--- src/rtl/decode_stage_hz.sv ---
// Pipeline decode stage with valid tracking, load-use stall and branch flush.
// Reads a 2R/1W register file with write-through bypass from WB, builds
// sign-extended immediates and control bundles, and loads the ID/EX register.
// Optional build macro: DECODE_HAZARD_EN enables load-use detection and stall;
// when undefined, stall is tied low and spacing is left to software.
module decode_stage_hz #(
  parameter int unsigned XLEN  = 32,
  parameter int unsigned NREGS = 32
) (
  input  logic            clk,
  input  logic            rst_n,
  input  logic            ifidValid,
  input  logic [31:0]     ifidInst,
  input  logic [31:0]     ifidPc,
  input  logic            flush,
  input  logic            regWriteEnable,
  input  logic [4:0]      writeReg,
  input  logic [XLEN-1:0] writeData,
  output logic            stall,
  output logic            idexValid,
  output logic [31:0]     idexPc,
  output logic [XLEN-1:0] idexData1,
  output logic [XLEN-1:0] idexData2,
  output logic [4:0]      idexRs1,
  output logic [4:0]      idexRs2,
  output logic [4:0]      idexRd,
  output logic [6:0]      idexFunc7,
  output logic [2:0]      idexFunc3,
  output logic [XLEN-1:0] idexImm,
  output logic [2:0]      idexExCtrl,
  output logic [2:0]      idexMemCtrl,
  output logic [1:0]      idexWbCtrl
);

  localparam int unsigned IdxW = $clog2(NREGS);

  localparam logic [6:0] OpR     = 7'b0110011;
  localparam logic [6:0] OpIAlu  = 7'b0010011;
  localparam logic [6:0] OpLoad  = 7'b0000011;
  localparam logic [6:0] OpStore = 7'b0100011;
  localparam logic [6:0] OpBr    = 7'b1100011;
  localparam logic [6:0] OpJal   = 7'b1101111;
  localparam logic [6:0] OpJalr  = 7'b1100111;
  localparam logic [6:0] OpLui   = 7'b0110111;
  localparam logic [6:0] OpAuipc = 7'b0010111;

  typedef struct packed {
    logic            valid;
    logic [31:0]     pc;
    logic [XLEN-1:0] data1;
    logic [XLEN-1:0] data2;
    logic [4:0]      rs1;
    logic [4:0]      rs2;
    logic [4:0]      rd;
    logic [6:0]      func7;
    logic [2:0]      func3;
    logic [XLEN-1:0] imm;
    logic [2:0]      ex_ctrl;
    logic [2:0]      mem_ctrl;
    logic [1:0]      wb_ctrl;
  } idex_t;

  // Instruction fields
  logic [6:0] opcode;
  logic [4:0] rs1, rs2, rd;
  assign opcode = ifidInst[6:0];
  assign rs1    = ifidInst[19:15];
  assign rs2    = ifidInst[24:20];
  assign rd     = ifidInst[11:7];

  // Register file; entry 0 is never written so it stays at its reset value of 0
  logic [XLEN-1:0] rf_q [NREGS];
  logic [XLEN-1:0] rf_d [NREGS];

  // Next register-file contents: WB write, ignoring x0 and unimplemented indices
  always_comb begin
    rf_d = rf_q;
    if (regWriteEnable && (writeReg != 5'd0) && (32'(writeReg) < NREGS)) begin
      rf_d[writeReg[IdxW-1:0]] = writeData;
    end
  end

  // Register-file state, cleared by reset
  always_ff @(posedge clk or negedge rst_n) begin
    if (!rst_n) begin
      rf_q <= '{default: '0};
    end else begin
      rf_q <= rf_d;
    end
  end

  // Read ports with write-through bypass so WB and decode can share a cycle
  logic [XLEN-1:0] rd_data1, rd_data2;
  always_comb begin
    rd_data1 = '0;
    rd_data2 = '0;
    if ((rs1 != 5'd0) && (32'(rs1) < NREGS)) begin
      if (regWriteEnable && (writeReg == rs1)) rd_data1 = writeData;
      else                                     rd_data1 = rf_q[rs1[IdxW-1:0]];
    end
    if ((rs2 != 5'd0) && (32'(rs2) < NREGS)) begin
      if (regWriteEnable && (writeReg == rs2)) rd_data2 = writeData;
      else                                     rd_data2 = rf_q[rs2[IdxW-1:0]];
    end
  end

  // Immediate candidates, each sign-extended from inst[31]
  logic [11:0] imm_i12, imm_s12;
  logic [12:0] imm_b13;
  logic [20:0] imm_j21;
  logic [31:0] imm_u32;
  assign imm_i12 = ifidInst[31:20];
  assign imm_s12 = {ifidInst[31:25], ifidInst[11:7]};
  assign imm_b13 = {ifidInst[31], ifidInst[7], ifidInst[30:25], ifidInst[11:8], 1'b0};
  assign imm_j21 = {ifidInst[31], ifidInst[19:12], ifidInst[20], ifidInst[30:21], 1'b0};
  assign imm_u32 = {ifidInst[31:12], 12'b0};

  // Opcode decode into control bundles and immediate
  logic [2:0]      dec_ex, dec_mem;
  logic [1:0]      dec_wb;
  logic [XLEN-1:0] dec_imm;
  always_comb begin
    dec_ex  = 3'b000;
    dec_mem = 3'b000;
    dec_wb  = 2'b00;
    dec_imm = '0;
    case (opcode)
      OpR: begin
        dec_ex = 3'b010; dec_wb = 2'b10;
      end
      OpIAlu: begin
        dec_ex = 3'b110; dec_wb = 2'b10; dec_imm = XLEN'($signed(imm_i12));
      end
      OpLoad: begin
        dec_ex = 3'b100; dec_mem = 3'b010; dec_wb = 2'b11;
        dec_imm = XLEN'($signed(imm_i12));
      end
      OpStore: begin
        dec_ex = 3'b100; dec_mem = 3'b001; dec_imm = XLEN'($signed(imm_s12));
      end
      OpBr: begin
        dec_ex = 3'b001; dec_mem = 3'b100; dec_imm = XLEN'($signed(imm_b13));
      end
      OpJal: begin
        dec_ex = 3'b111; dec_mem = 3'b100; dec_wb = 2'b10;
        dec_imm = XLEN'($signed(imm_j21));
      end
      OpJalr: begin
        dec_ex = 3'b111; dec_mem = 3'b100; dec_wb = 2'b10;
        dec_imm = XLEN'($signed(imm_i12));
      end
      OpLui, OpAuipc: begin
        dec_ex = 3'b111; dec_wb = 2'b10; dec_imm = XLEN'($signed(imm_u32));
      end
      default: ;
    endcase
  end

  idex_t idex_q, idex_d;

`ifdef DECODE_HAZARD_EN
  // Only R, store and branch actually consume rs2, so only they can hit on it
  logic uses_rs2, load_use;
  assign uses_rs2 = (opcode == OpR) || (opcode == OpStore) || (opcode == OpBr);
  assign load_use = ifidValid && idex_q.valid && idex_q.mem_ctrl[1] &&
                    (idex_q.rd != 5'd0) &&
                    ((idex_q.rd == rs1) || ((idex_q.rd == rs2) && uses_rs2));
  // A flush squashes the dependent instruction anyway, so it overrides the stall
  assign stall = load_use && !flush;
`else
  assign stall = 1'b0;
`endif

  // ID/EX next state: bubble on flush or stall, otherwise the decoded instruction
  always_comb begin
    idex_d = '0;
    if (!flush && !stall) begin
      idex_d.valid = ifidValid;
      idex_d.pc    = ifidPc;
      idex_d.data1 = rd_data1;
      idex_d.data2 = rd_data2;
      idex_d.rs1   = rs1;
      idex_d.rs2   = rs2;
      idex_d.rd    = rd;
      idex_d.func7 = ifidInst[31:25];
      idex_d.func3 = ifidInst[14:12];
      idex_d.imm   = dec_imm;
      if (ifidValid) begin
        idex_d.ex_ctrl  = dec_ex;
        idex_d.mem_ctrl = dec_mem;
        idex_d.wb_ctrl  = dec_wb;
      end
    end
  end

  // ID/EX pipeline register
  always_ff @(posedge clk or negedge rst_n) begin
    if (!rst_n) begin
      idex_q <= '0;
    end else begin
      idex_q <= idex_d;
    end
  end

  assign idexValid   = idex_q.valid;
  assign idexPc      = idex_q.pc;
  assign idexData1   = idex_q.data1;
  assign idexData2   = idex_q.data2;
  assign idexRs1     = idex_q.rs1;
  assign idexRs2     = idex_q.rs2;
  assign idexRd      = idex_q.rd;
  assign idexFunc7   = idex_q.func7;
  assign idexFunc3   = idex_q.func3;
  assign idexImm     = idex_q.imm;
  assign idexExCtrl  = idex_q.ex_ctrl;
  assign idexMemCtrl = idex_q.mem_ctrl;
  assign idexWbCtrl  = idex_q.wb_ctrl;

endmodule

--- config.mk ---
export PLATFORM = sky130hd
export DESIGN_NAME = decode_stage_hz
export DESIGN_NICKNAME = d
export VERILOG_FILES = /design/src/rtl/decode_stage_hz.sv
export SDC_FILE = /design/constraint.sdc
export NUM_CORES = 2
export LEC_CHECK = 0
export CAP_MARGIN = 30
export CORE_MARGIN = 4
export CORE_UTILIZATION = 66
export DETAILED_ROUTE_END_ITERATION = 8
export PLACE_DENSITY = 0.85
export SLEW_MARGIN = 10
export SYNTH_ARGS = -nofsm -noshare
export SYNTH_HDL_FRONTEND = slang
export SYNTH_SLANG_ARGS = --single-unit
--- constraint.sdc ---
create_clock -name clk -period 2.6 [get_ports clk]
set_clock_uncertainty 0.1 [all_clocks]
set_input_delay 0.78 -clock clk [delete_from_list [all_inputs] [get_ports clk]]
set_output_delay 0.78 -clock clk [all_outputs]
set_load 0.005 [all_outputs]
Signal wires on met4:
(1 px per um)
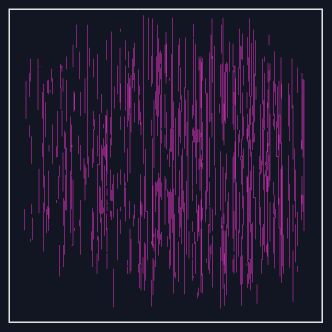
main direction = vertical
nets with wire on the layer = 275
share of all routed wire = 8.6%

Routing congestion:
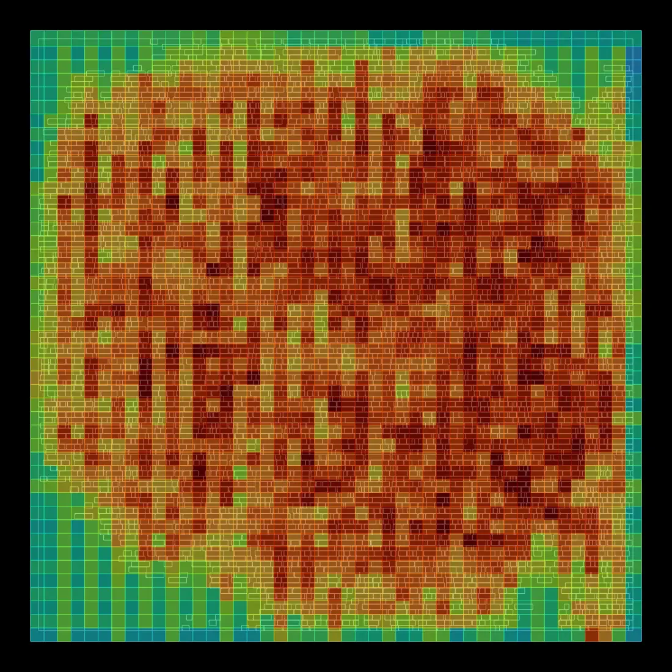
grt met2 use: 62.7%
all-layer global routing usage: 41.9%
met1 Use GR: 53.0%
Final Util: 80.0%

==> impl_metrics.toml <==
# implementation run metrics
[grt]
overflow = 0
antenna_found_initial = 11
grt_pass1_wl_um = 307000
grt_max_degree = 129
grt_pass1_vias = 48100

[synth]
topCellsByArea = "dfrtp_1 (49%), mux2_2 (18%), mux2i_1 (11%), mux4_2 (7.3%), a22oi_1 (2.9%)"
fp_nets = 4707
most_common_cell = "dfrtp_1"
ys_seq_share_pct = 48.7
synth_cell_types = 52
yosysTopAreaCell = "dfrtp_1"
async_reset_ff_share_pct = 100
synth_flops = 1185
yosysWarnings = 0
top_cells_by_count = "dfrtp_1 (1185), mux2_2 (986), mux2i_1 (663)"
syn_area_per_cell_sq_um = 13.2
yosys_area_sq_um = 60800
ys_cells = 4601
syn-instance-count = 4601
edf_count = 0
top_area_share_pct = 48.7
synth_area_sq_um = 60800
synth_top_flop_cell = "dfrtp_1"

[status]
status = "finished, violations left"
violations = "setup timing"

[clocking]
root_buffer = "clkbuf_16"
h-tree-depth = 3
clock_latency_ps = 730
clk_pin_slew_ps = 60
numCtsBuffers = 117
clock_sinks = 1185
cts_tree = "built"
cts_max_path_buffers = 3

[placement]
portBuffers = 267
placedCellCount = 6105
gp_congestion = 0.945
placed_area_sq_um = 69100
dp_hpwl_um = 130000

[setup_path]
worstRegToRegCells = 6
r2r_slack_ps = 460
startpoint = "regWriteEnable"
crit_arrival_ps = 3110
worstPathRequired_ps = 3090
path_class = "input pin to flop"
critPathCaptureType = "flop"
start_kind = "input pin"
reg2reg_to = "idexData1[5]"
reg2reg_from = "rf_q[901]"
crit_fanout = 19

[routing]
route.detailed.wl_per_inst_um = 32.4
drt-total-wl_um = 205000
num_vias = 46000
drt_iter0_drc = 5905
vias_per_cell = 7.27
dr.pass1.iters = 6
antenna_left = 0
drc = 0

[power]
p_leak_nw = 33.5
ir_worst_vdd_v = 0.000691
powerDensity_nw_per_um2 = 725
power_mw = 53.1

[timing]
clock.fmax_mhz = 381
report.final.slew_viol_count = 0
rsz0062_at_grt = "no"
fin_crit_sh_pct = 101
min_period_ps = 2620
finalSetupViolCount = 12
worst_slew_pin_slew_ps = 1130
finalHoldViolations = 0
relSlewSlack_pct = 24.3
setup_ws_ps = -25.0

[floorplan]
rows = 111
core_area_sq_um = 91500
fp-utilization_pct = 66.5
chipHeight_um = 312
io_pins = 269
die-area_sq_um = 97100
die_x_um = 312

[finish]
fin_nets = 5145
final_cell_area_sq_um = 73300
fin_cells = 6327
drive_above_1_share_pct = 39.0
syn2layout_area_growth_pct = 20.4
fillerInstances = 4725

[run]
cap_viol_max_count = 0
warnings = 31

[min_path]
whs_endpoint = "rf_q[993]"
holdCritStartpoint = "rf_q[993]"
holdPathStages = 0
hold_class = "flop to flop"
Clock distribution:
(2 px per um)
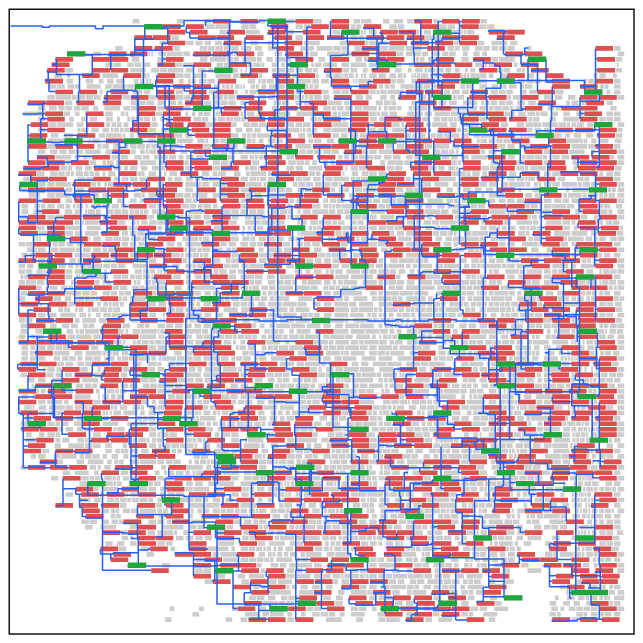
red -> flip-flops  # count 1185
blue -> clock wires  # length 14100 um
green -> clock drivers  # count 117
flops lie = all over the die

## state kept, by name (all words and copies together), names as in the netlist
| register | count |
|---|---|
| rf_q | 1024 |
| idexData1 | 32 |
| idexData2 | 32 |
| idexImm | 32 |
| idexPc | 32 |
| idexFunc7 | 7 |
| idexRd | 5 |
| idexRs1 | 5 |
| idexRs2 | 5 |
| idexExCtrl | 3 |
| idexFunc3 | 3 |
| idexMemCtrl | 2 |
| idexWbCtrl | 2 |
| idexValid | 1 |
## through the flow
| stage | hold slack, ps | TNS (ps) | setup WS, ps |
|---|---|---|---|
| floorplan | 341 | 0 | 144 |
| global placement | 278 | -450860 | -687 |
| detailed placement | 285 | -457190 | -658 |
| CTS | 299 | 0 | 25.7 |
| global route | 307 | 0 | 21.3 |
| finish | 297 | -132 | -25.0 |
## per-layer routing
layer  part of all wire, %  track usage [%]  up-vias  routed length (um)
li1                      -                -    18100                   -
met1                    35             53.0    23100               71700
met2                    44             62.7     3637               90500
met3                    12             11.9     1139               25200
met4                   8.5             29.4       12               17500
met5                 0.041                0        -                  84
## cell type report
cell class              instances  area (sq um)  area share, %
diodes                          4          10.0         0.0137
clock buffers                 171          3500           4.78
clock inverters                46           598          0.816
inverters                       6          22.5         0.0307
multi-input cells            2918         29000           39.5
flip-flops and latches       1185         29700           40.5
well taps                    1186          1480           2.03
repair buffers                811          9000           12.3
## worst max path at each step
stage / end / slack (ps) / cells past startpoint
floorplan: idexData1[24] / 140 / 7
global placement: rf_q[846] / -690 / 8
detailed placement: rf_q[854] / -660 / 8
CTS: idexData2[27] / 30 / 1
global route: rf_q[596] / 20 / 7
finish: rf_q[589] / -20 / 7
## worst max-delay path, cell delays in order
cell and delay (ps):
clkdlybuf4s50_1 740, buf_4 220, nand2_1 80, or2_2 390, nor2_4 230, buf_12 260, mux2_2 380
## cells in the final DEF, fill, tap and decap left out, types with 20 or more instances in the layout
cell type	count
dfrtp_1	1180
o21ai_0	54
a22oi_1	233
clkbuf_1	20
o22ai_1	87
o221a_1	24
nor2_1	40
a21oi_1	133
nor3_1	56
nand2_1	118
nor2b_1	87
clkdlybuf4s50_1	252
buf_12	180
a211oi_1	38
mux4_2	196
a31oi_1	20
clkbuf_8	32
mux2_2	986
clkbuf_16	120
nand3_1	34
buf_4	364
mux2i_1	663
clkinv_2	26
## repair_timing
item	CTS	global route
resized	10	2
setup endpoints to repair	8	32
pin swaps	0	0
setup buffers	0	0
hold endpoints to repair	17	0
hold buffers	1	0
## power breakdown
group	total (mW)	switching (mW)	internal, mW	leakage [nW]
clock	18.1	7.54	10.6	2.04
combinational	10.7	4.74	5.94	16.2
sequential	24.3	2.68	21.6	15.3
## kinds of logic (layout without fill, tap and decap cells)
| kind of cell | count (synthesis) | after routing | synth area share, % |
|---|---|---|---|
| compound gates | 622 | 622 | 6.89 |
| xor+xnor | 10 | 10 | 0.144 |
| buf+inv | 498 | 1034 | 4.03 |
| flops | 1185 | 1185 | 48.7 |
| mux | 1863 | 1863 | 36.7 |
| other cells | 1 | 5 | 0.00616 |
| simple gates | 422 | 422 | 3.45 |
Power figures rest on the tool's default switching activity, not on a simulated workload.
